==> config.mk <==
export PLATFORM = sky130hd
export DESIGN_NAME = cursor_blinker_flat
export DESIGN_NICKNAME = d
export VERILOG_FILES = /design/src/rtl/cursor_blinker_if.sv /design/src/rtl/cursor_blinker.sv /design/src/flat_wrapper.sv
export SDC_FILE = /design/constraint.sdc
export NUM_CORES = 1
export LEC_CHECK = 0
export CORE_MARGIN = 8
export CORE_UTILIZATION = 49
export CTS_CLUSTER_SIZE = 10
export DETAILED_ROUTE_END_ITERATION = 6
export GPL_TIMING_DRIVEN = 0
export PLACE_DENSITY = 0.75
export SLEW_MARGIN = 5
export SYNTH_ARGS = -nofsm -noshare
export SYNTH_HDL_FRONTEND = slang
export SYNTH_SLANG_ARGS = --single-unit
==> constraint.sdc <==
create_clock -name clk -period 3.2 [get_ports clk]
set_clock_uncertainty 0.05 [all_clocks]
set_input_delay 0.96 -clock clk [delete_from_list [all_inputs] [get_ports clk]]
set_output_delay 0.96 -clock clk [all_outputs]
set_load 0.005 [all_outputs]
==> src/rtl/cursor_blinker_if.sv <==
// cursor_blinker_if: pixel paint/ack handshake between the blinker and the framebuffer writer
interface cursor_blinker_if #(parameter int COORD_W = 6, parameter int PX_W = 8);
  logic paint;
  logic paint_ack;
  logic [COORD_W-1:0] out_x;
  logic [COORD_W-1:0] out_y;
  logic [PX_W-1:0] px_data;
  modport master(output paint, out_x, out_y, px_data, input paint_ack);
  modport slave(input paint, out_x, out_y, px_data, output paint_ack);
endinterface

==> src/rtl/cursor_blinker.sv <==
// cursor_blinker: paints a square cursor in the on colour, holds, repaints it in the off colour, holds, pulses done
module cursor_blinker #(
  parameter int COORD_W = 6,
  parameter int PX_W = 8,
  parameter int CUR_SIZE = 2,
  parameter int ON_TICKS = 24,
  parameter int OFF_TICKS = 24,
  parameter int CNT_W = 16
) (
  input  logic clk,
  input  logic rst,
  input  logic init,
  input  logic [COORD_W-1:0] in_x,
  input  logic [COORD_W-1:0] in_y,
  input  logic [PX_W-1:0] color_on,
  input  logic [PX_W-1:0] color_off,
  input  logic blink_en,
  cursor_blinker_if.master pb,
  output logic busy,
  output logic cursor_done
);
  localparam logic [2:0] IDLE = 3'd0, PAINT_ON = 3'd1, HOLD_ON = 3'd2, PAINT_OFF = 3'd3, HOLD_OFF = 3'd4, DONE = 3'd5;
  localparam logic [1:0] LAST = 2'(CUR_SIZE - 1);
  logic [2:0] st, ns;
  logic [1:0] dx, dy, ndx, ndy;
  logic [CNT_W-1:0] cnt, ncnt;
  logic [COORD_W-1:0] x0, y0, nx0, ny0;
  logic [PX_W-1:0] con, coff, ncon, ncoff;
  logic blink, nblink, start, in_paint, adv, last, step, hold;
  logic [COORD_W:0] px, py;
  // outputs are registered from next-state values so a request appears the cycle after it is decided
  always_comb begin
    start = st == IDLE && init;
    nx0 = start ? in_x : x0;
    ny0 = start ? in_y : y0;
    ncon = start ? color_on : con;
    ncoff = start ? color_off : coff;
    nblink = start ? blink_en : blink;
    in_paint = st == PAINT_ON || st == PAINT_OFF;
    hold = st == HOLD_ON || st == HOLD_OFF;
    adv = in_paint && (!pb.paint || pb.paint_ack);
    last = dx == LAST && dy == LAST;
    step = adv && !last;
    ndx = step ? (dx == LAST ? 2'd0 : dx + 2'd1) : (in_paint && !adv) ? dx : 2'd0;
    ndy = step ? (dx == LAST ? dy + 2'd1 : dy) : (in_paint && !adv) ? dy : 2'd0;
    ns = st;
    case (st)
      IDLE: ns = init ? PAINT_ON : IDLE;
      PAINT_ON: ns = (adv && last) ? (blink ? HOLD_ON : DONE) : PAINT_ON;
      HOLD_ON: ns = cnt == '0 ? PAINT_OFF : HOLD_ON;
      PAINT_OFF: ns = (adv && last) ? HOLD_OFF : PAINT_OFF;
      HOLD_OFF: ns = cnt == '0 ? DONE : HOLD_OFF;
      default: ns = IDLE;
    endcase
    ncnt = hold ? cnt - CNT_W'(1) : st == PAINT_ON ? CNT_W'(ON_TICKS - 1) : CNT_W'(OFF_TICKS - 1);
    px = {1'b0, nx0} + (COORD_W + 1)'(ndx);
    py = {1'b0, ny0} + (COORD_W + 1)'(ndy);
  end
  always_ff @(posedge clk or negedge rst) begin
    if (!rst) begin
      st <= IDLE;
      dx <= '0;
      dy <= '0;
      cnt <= '0;
      x0 <= '0;
      y0 <= '0;
      con <= '0;
      coff <= '0;
      blink <= 1'b0;
      pb.paint <= 1'b0;
      pb.out_x <= '0;
      pb.out_y <= '0;
      pb.px_data <= '0;
      busy <= 1'b0;
      cursor_done <= 1'b0;
    end else begin
      st <= ns;
      dx <= ndx;
      dy <= ndy;
      cnt <= ncnt;
      x0 <= nx0;
      y0 <= ny0;
      con <= ncon;
      coff <= ncoff;
      blink <= nblink;
      pb.paint <= (ns == PAINT_ON || ns == PAINT_OFF) && !px[COORD_W] && !py[COORD_W];
      pb.out_x <= px[COORD_W-1:0];
      pb.out_y <= py[COORD_W-1:0];
      pb.px_data <= ns == PAINT_OFF ? ncoff : ncon;
      busy <= ns != IDLE;
      cursor_done <= ns == DONE;
    end
  end
endmodule

==> src/flat_wrapper.sv <==
// flat-port wrapper written by rule: the top's interface ports become plain ports
module cursor_blinker_flat 
#(
  parameter int COORD_W = 6,
  parameter int PX_W = 8,
  parameter int CUR_SIZE = 2,
  parameter int ON_TICKS = 24,
  parameter int OFF_TICKS = 24,
  parameter int CNT_W = 16
)
  (clk, rst, init, in_x, in_y, color_on, color_off, blink_en, busy, cursor_done, pb_paint, pb_out_x, pb_out_y, pb_px_data, pb_paint_ack);
  cursor_blinker_if #(.COORD_W(COORD_W), .PX_W(PX_W)) pb_i ();
  input  logic clk;
  input  logic rst;
  input  logic init;
  input  logic [COORD_W-1:0] in_x;
  input  logic [COORD_W-1:0] in_y;
  input  logic [PX_W-1:0] color_on;
  input  logic [PX_W-1:0] color_off;
  input  logic blink_en;
  output logic busy;
  output logic cursor_done;
  output wire logic [$bits(pb_i.paint)-1:0] pb_paint;
  output wire logic [$bits(pb_i.out_x)-1:0] pb_out_x;
  output wire logic [$bits(pb_i.out_y)-1:0] pb_out_y;
  output wire logic [$bits(pb_i.px_data)-1:0] pb_px_data;
  input wire logic [$bits(pb_i.paint_ack)-1:0] pb_paint_ack;
  assign pb_paint = pb_i.paint;
  assign pb_out_x = pb_i.out_x;
  assign pb_out_y = pb_i.out_y;
  assign pb_px_data = pb_i.px_data;
  assign pb_i.paint_ack = pb_paint_ack;
  cursor_blinker #(.COORD_W(COORD_W), .PX_W(PX_W), .CUR_SIZE(CUR_SIZE), .ON_TICKS(ON_TICKS), .OFF_TICKS(OFF_TICKS), .CNT_W(CNT_W)) u_core (.clk(clk), .rst(rst), .init(init), .in_x(in_x), .in_y(in_y), .color_on(color_on), .color_off(color_off), .blink_en(blink_en), .pb(pb_i), .busy(busy), .cursor_done(cursor_done));
endmodule
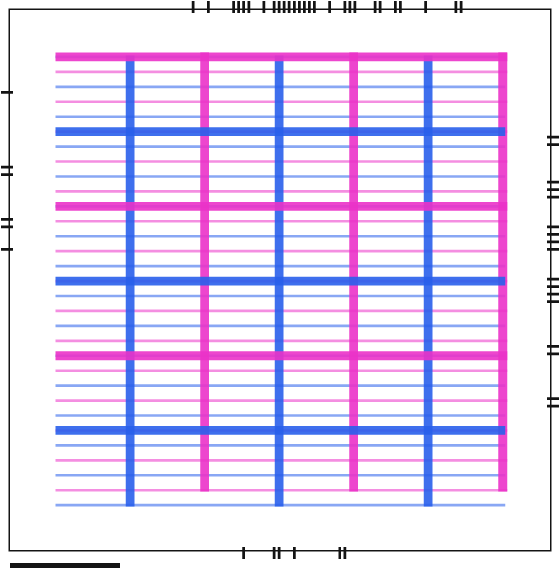
**Above:** floorplan with the power grid.
Bar = 20 um. Pins as bars on the die edge.
Key: VSS = blue; VDD = magenta
56 signal pins sit on the boundary. 6 straps on met5. The core has 30 rows. 31 met1 rails follow the rows. 6 straps on met4.
die height: 98.3 um
worst vdd ir: 397 uV
Core ar.: 6680 um2
die width: 98.3 um

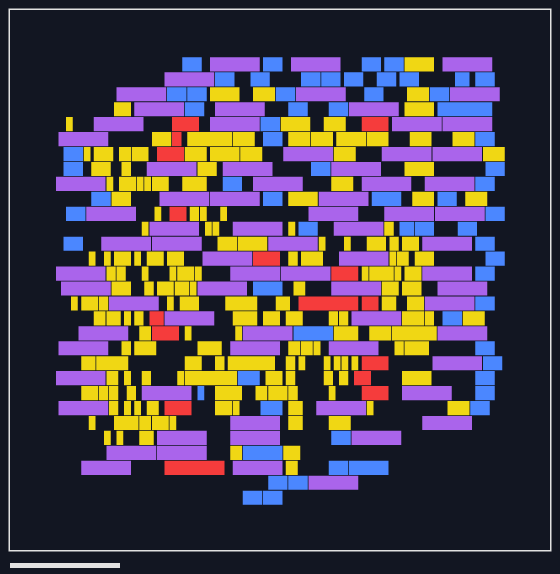
**Above:** placed cells, one colour a class.
Bar = 20 um.
Key: all other logic = yellow [cells 174]; other buffers and delay cells = blue [cells 65]; clock drivers and dummy loads = red [cells 16]; flip-flops = purple [cells 75]
# rows: 30
Post-Layout Inst Area: 4290 um2

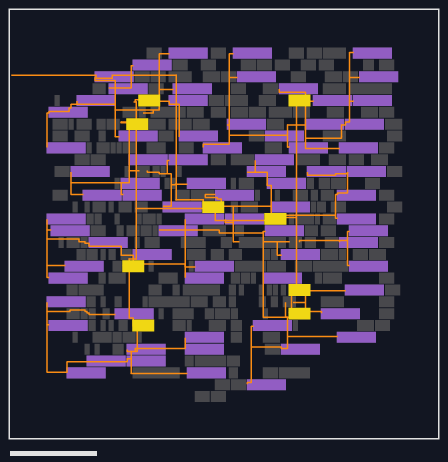
**Above:** clock network drawn from the DEF.
Bar = 20 um.
Key: clock wires = orange [length 930 um]; flip-flops = purple [count 75]; cells driving clock nets = yellow [count 9]
There are 10 routed clock nets.

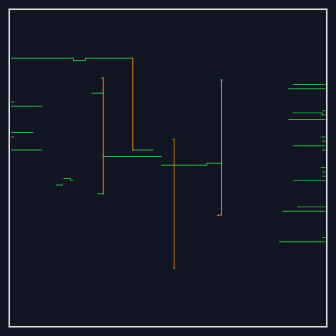
**Above:** signal wires by layer.
Only two layers are drawn.
Key: met4 = orange [wire length 148 um]; met3 = green [wire length 226 um]
WL final: 6680 um
WL per Instance: 16.3 um
gr usage total: 15.0%

## registers in the layout, indices dropped and copies added (netlist names), 3 cells and up
register	count
u_core.cnt	16
u_core.coff	8
u_core.con	8
u_core.pb.px_data	8
u_core.pb.out_x	6
u_core.pb.out_y	6
u_core.x0	6
u_core.y0	6
u_core.st	3
## critical path: stages
cell and delay [ns]:
clkdlybuf4s50_1 0.47, nor4b_4 0.20, buf_6 0.15, buf_12 0.11, buf_12 0.15, mux2_2 0.18, ha_2 0.19, inv_2 0.05
fa_2 0.39, nor3_2 0.28, nor4_2 0.09
## cell type report
cell class                 instances  area, um2
fill                             512       2390
sequential                        75       1880
multi-input combinational        159       1340
timing repair buffer              59        623
clock buffer                       9        124
tap                               80        100
clock inverter                     7       98.8
buffer                             6       76.3
inverter                          15       56.3
==> Changelog: implementation <==
## Implementation

- Met3 wire len: 226 um
- RR Startpoint: u_core.st[0]
- Drc violations: 0
- FF-to-FF End: u_core.pb.paint
- Largest type area fraction: 56.5%
- Number of flops mapped to enable cells by yosys: 0
- Status: complete, no violations
- Netlist Area Pre-Place: 3320 um2
- Root buffer cell: clkbuf_8
- P_int: 2620 uW
- Worst skew pair latency: 0.34 ns
- Max clock buf depth: 2
- DRT Pass-1 Iters: 4
- Placed Instance Area: 4000 um2
- Routability Congestion: 0.750
- Final nets: 366
- Top post-synthesis cells by count: dfrtp_1 (75), mux2_2 (21), nor2_1 (18), inv_1 (15), nand2_1 (13)
- Area Growth Syn to Fin: 29.4%
- Min Tclk post-route: 3.08 ns
- ANT nets after route: 0
- DIE AREA: 9660 um2
- Yosys aoi share: 5.65%
- Final Hold Vio Count: 0
- Top comb family, area: multiplexers
- Initial Utilization: 49.7%
- Grt met3 use: 3.70%
- Power Total: 3780 uW
- PwrDens: 881 nW/um2
- CTS Hold Buffers Added: 0
- Critical path endpoint: u_core.pb.paint
- # IOs: 56
- Switching Share: 30.7%
- Sw power: 1160 uW
- CTS tree: yes
- CP Data Required Time: 3.36 ns
- Placed Cells: 392
- Global-route wire length before repair: 11600 um
- Biggest area cells: dfrtp_1 (57%), mux2_2 (7.1%), mux2_4 (3.6%)
- Dominant logic cell type in the layout: dfrtp_1
- Seq share, synth: 56.5%
No activity file was given, so power comes from the tool's default toggle rates.
